==> src/rtl/shreg_sequencer.sv <==
// shreg_sequencer: command sequencer driving the 4-bit shift/load/invert
// register controls (shift,load,pdata) over a valid/ready command port.
// Ports: clk, reset (async, active-high), cmd_valid/cmd_ready/cmd_op/
//   cmd_data/cmd_count (command in), reg_q (register feedback),
//   shift/load/pdata (register controls), busy, done, shifts_done.
// Optional build macro: SEQ_EARLY_ZERO_EN -- stop SHIFT early once
//   reg_q reads all zeros.
module shreg_sequencer #(
   parameter int CNT_W = 4
) (
   input  logic             clk,
   input  logic             reset,
   input  logic             cmd_valid,
   output logic             cmd_ready,
   input  logic [1:0]       cmd_op,
   input  logic [3:0]       cmd_data,
   input  logic [CNT_W-1:0] cmd_count,
   input  logic [3:0]       reg_q,
   output logic             shift,
   output logic             load,
   output logic [3:0]       pdata,
   output logic             busy,
   output logic             done,
   output logic [CNT_W-1:0] shifts_done
);

   typedef enum logic [1:0] {
      S_IDLE = 2'b00,
      S_RUN  = 2'b01,
      S_DONE = 2'b10
   } state_t;

   localparam logic [1:0] OP_LOAD  = 2'b00;
   localparam logic [1:0] OP_SHIFT = 2'b01;
   localparam logic [1:0] OP_INV   = 2'b10;
   localparam logic [1:0] OP_NOP   = 2'b11;

   localparam logic [CNT_W-1:0] ONE = {{(CNT_W-1){1'b0}}, 1'b1};

   state_t           r_state;
   state_t           w_next;
   logic [1:0]       r_op;
   logic [3:0]       r_data;
   logic [CNT_W-1:0] r_cnt;
   logic [CNT_W-1:0] r_sd;
   logic             w_accept;
   logic             w_inc;
   logic             w_shift;
   logic             w_load;

`ifdef SEQ_EARLY_ZERO_EN
   logic w_zero;
   assign w_zero = (reg_q == 4'b0000);
`else
   logic w_unused_q;
   assign w_unused_q = ^reg_q;
`endif

   assign w_accept = (r_state == S_IDLE) && cmd_valid;

   always_comb begin
      w_next  = r_state;
      w_shift = 1'b1;
      w_load  = 1'b1;
      w_inc   = 1'b0;
      unique case (r_state)
         S_IDLE: begin
            if (cmd_valid) begin
               unique case (cmd_op)
                  OP_LOAD:  w_next = S_RUN;
                  OP_INV:   w_next = S_RUN;
                  OP_SHIFT: w_next = (cmd_count != '0) ? S_RUN : S_DONE;
                  OP_NOP:   w_next = S_DONE;
                  default:  w_next = S_DONE;
               endcase
            end
         end
         S_RUN: begin
            unique case (r_op)
               OP_LOAD: begin
                  w_shift = 1'b0;
                  w_next  = S_DONE;
               end
               OP_INV: begin
                  w_load = 1'b0;
                  w_next = S_DONE;
               end
               OP_SHIFT: begin
`ifdef SEQ_EARLY_ZERO_EN
                  // all-zero register: further shifts are no-ops, stop now
                  if (w_zero) begin
                     w_next = S_DONE;
                  end else begin
                     w_shift = 1'b0;
                     w_load  = 1'b0;
                     w_inc   = 1'b1;
                     if (r_cnt == ONE) w_next = S_DONE;
                  end
`else
                  w_shift = 1'b0;
                  w_load  = 1'b0;
                  w_inc   = 1'b1;
                  if (r_cnt == ONE) w_next = S_DONE;
`endif
               end
               default: w_next = S_DONE;
            endcase
         end
         S_DONE:  w_next = S_IDLE;
         default: w_next = S_IDLE;
      endcase
   end

   always_ff @(posedge clk or posedge reset) begin
      if (reset) begin
         r_state <= S_IDLE;
         r_op    <= OP_NOP;
         r_data  <= 4'b0000;
         r_cnt   <= '0;
         r_sd    <= '0;
      end else begin
         r_state <= w_next;
         if (w_accept) begin
            r_op  <= cmd_op;
            r_cnt <= cmd_count;
            r_sd  <= '0;
            // pdata only tracks LOAD payloads so it stays 0 until one arrives
            if (cmd_op == OP_LOAD) r_data <= cmd_data;
         end else if (r_state == S_RUN) begin
            r_cnt <= r_cnt - ONE;
            if (w_inc) r_sd <= r_sd + ONE;
         end
      end
   end

   assign shift       = w_shift;
   assign load        = w_load;
   assign pdata       = r_data;
   assign cmd_ready   = (r_state == S_IDLE);
   assign busy        = (r_state != S_IDLE);
   assign done        = (r_state == S_DONE);
   assign shifts_done = r_sd;

endmodule

==> config.mk <==
export PLATFORM = sky130hd
export DESIGN_NAME = shreg_sequencer
export DESIGN_NICKNAME = d
export VERILOG_FILES = /design/src/rtl/shreg_sequencer.sv
export SDC_FILE = /design/constraint.sdc
export NUM_CORES = 1
export LEC_CHECK = 0
export CORE_ASPECT_RATIO = 1.5
export CORE_UTILIZATION = 40
export CTS_BUF_LIST = sky130_fd_sc_hd__clkbuf_4
export CTS_CLUSTER_DIAMETER = 60
export CTS_CLUSTER_SIZE = 16
export DETAILED_ROUTE_END_ITERATION = 8
export GPL_TIMING_DRIVEN = 0
export PLACE_DENSITY = 0.75
export SYNTH_ARGS = -nofsm -noshare
export SYNTH_HDL_FRONTEND = slang
export SYNTH_SLANG_ARGS = --single-unit
==> constraint.sdc <==
create_clock -name clk -period 1.55 [get_ports clk]
set_clock_uncertainty 0.15 [all_clocks]
set_input_delay 0.31 -clock clk [delete_from_list [all_inputs] [get_ports clk]]
set_output_delay 0.31 -clock clk [all_outputs]
set_load 0.02 [all_outputs]
Fig. 1: run 1, wiring by layer
Drawn at 10 px/micron. Two of the layers only.
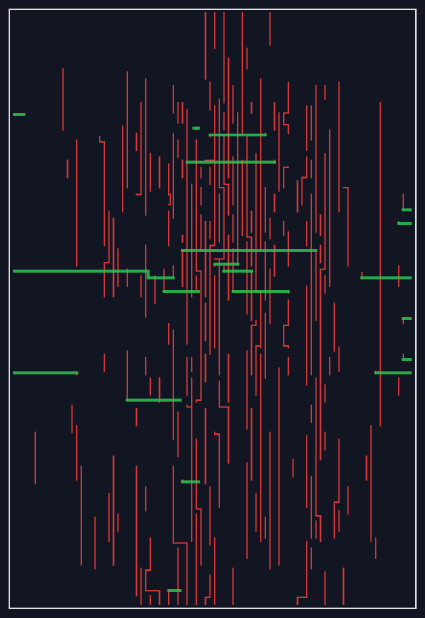
met3: marked green, wire length 85.1 microns. met2: marked red, wire length 1130 microns.
Global Route Usage Sum: 19.49%
routed wire length: 2160 microns

Fig. 2: run 1, clock distribution
Drawn at 10 px/micron.
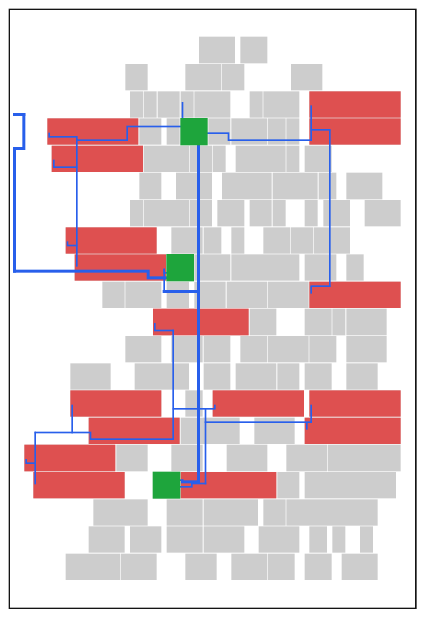
flip-flops: marked red, count 16. cells driving clock nets: marked green, count 3. clock wires: marked blue, length 221 microns.
There are 4 routed clock nets.
Clock power frac: 9.0%
later-pin clock latency in the skew report: 0.30 ns
clk pwr: 0.236 mW

Fig. 3: run 1, routing congestion
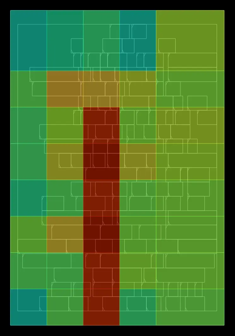
end-of-flow core utilization: 66.89%
layer with the highest usage: met2

==> impl_table.tex, run 1 <==
% Generated from flow reports
\begin{tabular}{lr}
\hline
Metric & Value \\
\hline
\multicolumn{2}{l}{\textbf{Outcome}} \\
Result of the run & finished, violations left \\
Failing checks & setup timing \\
\multicolumn{2}{l}{\textbf{Placement}} \\
DP HPWL & between 1000 and 1500 microns \\
Routability Congestion & $\sim$0.85 \\
\multicolumn{2}{l}{\textbf{Clock network}} \\
Number of hold buffers added after cts & 0 \\
CTS Buf Count & 3 \\
\multicolumn{2}{l}{\textbf{Flow run}} \\
OpenROAD warning count & 35 \\
\multicolumn{2}{l}{\textbf{Cells and area}} \\
Non-clk invs & 10 \\
Most frequently placed logic cell in the final layout & sky130\_fd\_sc\_hd\_\_dfrtp\_1 \\
Top logic cells by instance count in the layout & 13 x sky130\_fd\_sc\_hd\_\_dfrtp\_1, 11 x sky130\_fd\_sc\_hd\_\_clkdlybuf4s50\_1, 8 x sky130\_fd\_sc\_hd\_\_buf\_6, 8 x sky130\_fd\_sc\_hd\_\_buf\_4, 7 x sky130\_fd\_sc\_hd\_\_inv\_1 \\
Buffers excl. clock & 38 \\
Diode count & 0 \\
\multicolumn{2}{l}{\textbf{Synth}} \\
Number of cells in the yosys synthesis report & $\sim$85 \\
Async S/R FF share, synth & 100.0\% \\
Top cells by area & sky130\_fd\_sc\_hd\_\_dfrtp\_1 39\%, sky130\_fd\_sc\_hd\_\_mux2\_2 7.6\%, sky130\_fd\_sc\_hd\_\_ha\_1 7.0\%, sky130\_fd\_sc\_hd\_\_dfstp\_2 5.9\%, sky130\_fd\_sc\_hd\_\_inv\_1 4.2\% \\
Main kind of combinational logic by area & AND-OR/OR-AND gates \\
Number of register bits inferred by synthesis & 16 \\
Synthesized-area fraction occupied by adder cells & under 10\% \\
Count of flip-flops with a built-in enable after synthesis & 0 \\
Compound Share, Synth & between 15 and 20\% \\
Count of yosys warnings during synthesis & 0 \\
Xor and xnor area share after synthesis & 0\% \\
Synth Instances & between 80 and 90 \\
\multicolumn{2}{l}{\textbf{Final timing}} \\
Final hold violation count & 0 \\
Post-route setup TNS & -1.557 ns \\
Unrepaired setup endpoints after global routing & yes \\
Min setup slack post-route & -0.2503 ns \\
Setup-failing EPs final & 11 \\
Headroom to the max-slew limit & about three fifths \\
\multicolumn{2}{l}{\textbf{Critical path}} \\
Gate family responsible for the most delay along the worst path & flip-flops \\
Data arrival time of the critical path & between 1 and 1.5 ns \\
Endpoint of the worst-slack reg-to-reg timing path & pdata[2] \\
Critical path, cell by cell & inv\_2 -> ha\_4 -> nand2\_2 -> buf\_6 \\
Worst setup path start & r\_op[0] \\
\multicolumn{2}{l}{\textbf{Global routing}} \\
Global-route wire length before repair & $\sim$3200 microns \\
Via count of the first global-routing pass & 723 \\
\multicolumn{2}{l}{\textbf{Min path}} \\
Origin of the worst min-delay path & cmd\_valid \\
Type of the worst min-delay path & in -> reg \\
Endpoint of the worst hold-timing path & r\_state[0] \\
\multicolumn{2}{l}{\textbf{Floorplanning}} \\
Core area & just over 2000 sq um \\
\multicolumn{2}{l}{\textbf{Routing}} \\
First-pass DRT Iterations & 4 \\
DRC violation total after the first TritonRoute iteration & 33 \\
\multicolumn{2}{l}{\textbf{Power and ir drop}} \\
Leakage power & just over 0.6 nW \\
\hline
\end{tabular}
-- run 1: metal layers --
metal  GRT usage [%]  vias up  part of all wire, %
met5               0        -                    0
met4           12.86        0                  3.2
met3           2.602        7                  3.9
met2           30.84       28                   52
met1           23.35      398                   40
li1                -      386                    -
-- run 1: state kept, by name (all words and copies together) (netlist names) --
register,count
r_op,2
r_cnt,4
pdata,4
r_state,2
shifts_done,4
-- run 1: power by group --
group | total (mW) | internal (mW) | switching [mW]
logic | 1.61 | 0.868 | 0.745
registers | 0.771 | 0.609 | 0.162
clock network | 0.236 | 0.0941 | 0.141
==> run 2, diff against run 1 <==
- GPL_TIMING_DRIVEN: 0 -> default
Fig. 4: run 2, placement density heat map
Drawn at 4 px/micron. The die is cut into 8 by 12 equal tiles; white is low, dark blue is high, 0 to 100% covered.
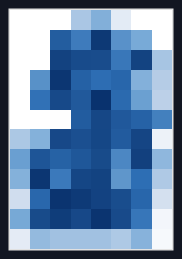
The emptiest ninth of the die: top left. The densest ninth of the die: middle. The mean over all tiles is 56%. 16% of the tiles are nearly empty.
initial standard-cell utilization of the core: 43.35%
core area: 2052 sq um

==> impl_table.tex, run 2 <==
% Generated from flow reports
\begin{tabular}{lr}
\hline
Metric & Value \\
\hline
\multicolumn{2}{l}{\textbf{Clock network}} \\
CTS Buf Count & 3 (unchanged) \\
Number of hold buffers added after cts & 0 (unchanged) \\
\multicolumn{2}{l}{\textbf{Critical path}} \\
Data arrival time of the critical path & 1.33 ns (was 1.34 ns) \\
Worst setup path start & r\_op[1] (was r\_op[0]) \\
Endpoint of the worst-slack reg-to-reg timing path & pdata[0] (was pdata[2]) \\
\multicolumn{2}{l}{\textbf{Final timing}} \\
Headroom to the max-slew limit & 81.20\% (was 60.13\%) \\
Post-route setup TNS & -1.591 ns (was -1.557 ns) \\
Setup-failing EPs final & 12 (was 11) \\
Min setup slack post-route & -0.2393 ns (was -0.2503 ns) \\
Unrepaired setup endpoints after global routing & yes (unchanged) \\
Final hold violation count & 0 (unchanged) \\
Fmax & 558.9 MHz (was 555.5 MHz) \\
\multicolumn{2}{l}{\textbf{Routing}} \\
Met2 routed WL & 1213 microns (was 1130 microns) \\
Sum of routed wire segments on met1 & 900 microns (was 873 microns) \\
Top Layer Used & met4 (unchanged) \\
DRC violation total after the first TritonRoute iteration & 16 (was 33) \\
Met3 wire len & 53 microns (was 85 microns) \\
First-pass DRT Iterations & 4 (unchanged) \\
\multicolumn{2}{l}{\textbf{Synth}} \\
Top cells by area & sky130\_fd\_sc\_hd\_\_dfrtp\_1 39\%, sky130\_fd\_sc\_hd\_\_mux2\_2 7.6\%, sky130\_fd\_sc\_hd\_\_ha\_1 7.0\%, sky130\_fd\_sc\_hd\_\_dfstp\_2 5.9\%, sky130\_fd\_sc\_hd\_\_inv\_1 4.2\% (unchanged) \\
Number of cells in the yosys synthesis report & 85 (unchanged) \\
Number of register bits inferred by synthesis & 16 (unchanged) \\
Count of yosys warnings during synthesis & 0 (unchanged) \\
Count of flip-flops with a built-in enable after synthesis & 0 (unchanged) \\
\multicolumn{2}{l}{\textbf{Cells and area}} \\
Most frequently placed logic cell in the final layout & sky130\_fd\_sc\_hd\_\_buf\_4 (was sky130\_fd\_sc\_hd\_\_dfrtp\_1) \\
Diode count & 0 (unchanged) \\
End-of-flow core utilization & 67.68\% (was 66.89\%) \\
Non-clk invs & 10 (unchanged) \\
\multicolumn{2}{l}{\textbf{Flow run}} \\
OpenROAD warning count & 35 (unchanged) \\
\multicolumn{2}{l}{\textbf{Global routing}} \\
Global-route wire length before repair & 3539 microns (was 3153 microns) \\
Met2 capacity usage during global routing & 35.83\% (was 30.84\%) \\
Global-route met3 utilization & 2.230\% (was 2.602\%) \\
Via count of the first global-routing pass & 756 (was 723) \\
Overflow after GRT & 0 (unchanged) \\
Layer with the highest usage & met2 (unchanged) \\
\multicolumn{2}{l}{\textbf{Placement}} \\
Routability Congestion & 0.8370 (was 0.8519) \\
DP HPWL & 1624 microns (was 1439 microns) \\
\multicolumn{2}{l}{\textbf{Outcome}} \\
Result of the run & finished, violations left (unchanged) \\
Failing checks & setup timing (unchanged) \\
\hline
\end{tabular}
Fig. 5: run 2, wiring by layer
Drawn at 10 px/micron. Two of the layers only.
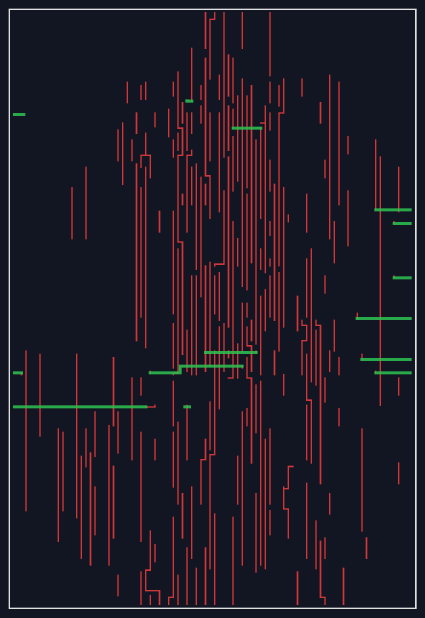
met3: marked green, wire length 53.1 microns. met2: marked red, wire length 1210 microns.
Global Route Usage Sum: 22.38%
number of vias in the routed layout: 835

run 2: cell families (layout without fill, tap and decap cells):
| family | count (synthesis) | after routing | share of synthesized area [%] |
|---|---|---|---|
| muxes | 8 | 8 | 9.845 |
| DFF | 16 | 16 | 45.29 |
| adders and majority gates | 5 | 5 | 7.032 |
| and+or+nand+nor | 21 | 21 | 14.07 |
| buffers and inverters | 13 | 59 | 6.330 |
| AOI/OAI and AO/OA | 22 | 22 | 17.44 |
run 2: report_power, final:
group	internal, mW	total [mW]	switching [mW]	leakage, nW
Combinational	0.765	1.51	0.743	0.437
Clock	0.0940	0.236	0.142	0.0154
Sequential	0.611	0.767	0.157	0.195
Total	1.47	2.51	1.04	0.647
==> run 3, diff against run 2 <==
- TNS_END_PERCENT: default -> 10
Fig. 6: run 3, supply network
Drawn at 8 px/micron. Pins as bars on the die edge.
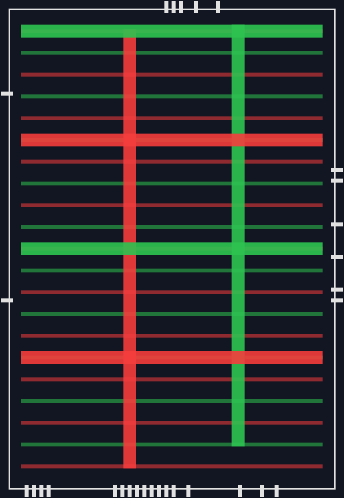
VDD: marked green. VSS: marked red.
21 met1 rails follow the rows. The core has 20 rows. 30 signal pins sit on the boundary.
maximum vdd drop: 0.001005 V
die span in x: 40.51 microns
die extent in y: 59.76 microns

==> impl_table.tex, run 3 <==
% Generated from flow reports
\begin{tabular}{lr}
\hline
Metric & Value \\
\hline
\multicolumn{2}{l}{\textbf{Outcome}} \\
Result of the run & finished, violations left (unchanged) \\
Failing checks & setup timing (unchanged) \\
\multicolumn{2}{l}{\textbf{Cells and area}} \\
End-of-flow core utilization & 65.67\% (was 67.68\%) \\
Top logic cells by instance count in the layout & 21 x sky130\_fd\_sc\_hd\_\_buf\_4, 12 x sky130\_fd\_sc\_hd\_\_clkdlybuf4s50\_1, 12 x sky130\_fd\_sc\_hd\_\_dfrtp\_1 (was 22 x sky130\_fd\_sc\_hd\_\_buf\_4, 12 x sky130\_fd\_sc\_hd\_\_dfrtp\_1, 11 x sky130\_fd\_sc\_hd\_\_clkdlybuf4s50\_1) \\
Diode count & 0 (unchanged) \\
\multicolumn{2}{l}{\textbf{Final timing}} \\
Headroom to the max-slew limit & 81.09\% (was 81.20\%) \\
Min setup slack post-route & -0.2395 ns (was -0.2393 ns) \\
Setup-failing EPs final & 11 (was 12) \\
Final hold violation count & 0 (unchanged) \\
Fmax & 558.8 MHz (was 558.9 MHz) \\
Unrepaired setup endpoints after global routing & yes (unchanged) \\
\multicolumn{2}{l}{\textbf{Power and ir drop}} \\
Group with the largest share of power & combinational cells (unchanged) \\
Part of the power in registers & 32.3\% (was 30.5\%) \\
\multicolumn{2}{l}{\textbf{Synth}} \\
Number of register bits inferred by synthesis & 16 (unchanged) \\
Top cells by area & sky130\_fd\_sc\_hd\_\_dfrtp\_1 39\%, sky130\_fd\_sc\_hd\_\_mux2\_2 7.6\%, sky130\_fd\_sc\_hd\_\_ha\_1 7.0\%, sky130\_fd\_sc\_hd\_\_dfstp\_2 5.9\%, sky130\_fd\_sc\_hd\_\_inv\_1 4.2\% (unchanged) \\
\multicolumn{2}{l}{\textbf{Placement}} \\
Routability Congestion & 0.8370 (unchanged) \\
\multicolumn{2}{l}{\textbf{Clock network}} \\
Later-pin clock latency in the skew report & 0.30 ns (about the same) \\
\multicolumn{2}{l}{\textbf{Critical path}} \\
Data arrival time of the critical path & 1.33 ns (about the same) \\
Worst setup path start & r\_op[1] (unchanged) \\
\multicolumn{2}{l}{\textbf{Floorplanning}} \\
Initial standard-cell utilization of the core & 43.35\% (unchanged) \\
\multicolumn{2}{l}{\textbf{Global routing}} \\
Overflow after GRT & 0 (unchanged) \\
\hline
\end{tabular}
Fig. 7: run 3, wiring by layer
Drawn at 10 px/micron. Two of the layers only.
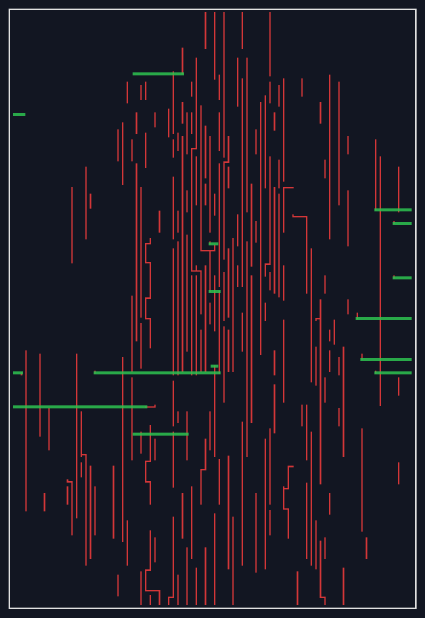
met3: marked green, wire length 59.3 microns. met2: marked red, wire length 1160 microns.
final routed wire length divided by cell count: 13.95 microns
Global Route Usage Sum: 22.24%

run 3: cell counts after synthesis:
No cell type changed its count.
run 3: cell families (layout without fill, tap and decap cells):
kind of cell	Yosys count	after routing	share of synthesized area, %
buf+inv	13	58	6.330
simple gates	21	21	14.07
mux	8	8	9.845
compound gates	22	22	17.44
fa+ha+maj	5	5	7.032
flops	16	16	45.29
run 3: layer usage:
metal	wire (microns)	vias up	global-route usage [%]	part of all wire, %
met5	0	-	0	0
met3	59	6	4.833	2.8
met4	78	0	16.19	3.7
met1	821	397	26.19	39
met2	1160	16	33.79	55
li1	-	401	-	-
run 3: final cells by class:
type	instances	area [sq um]
clock buffers	3	22.52
clock inverters	1	3.754
fillers	172	704.4
inverters	10	40.04
multi-input cells	56	473.0
flip-flops and latches	16	405.4
well taps	22	27.53
repair buffers	44	375.4
Power is estimated from default activity; no workload was simulated.
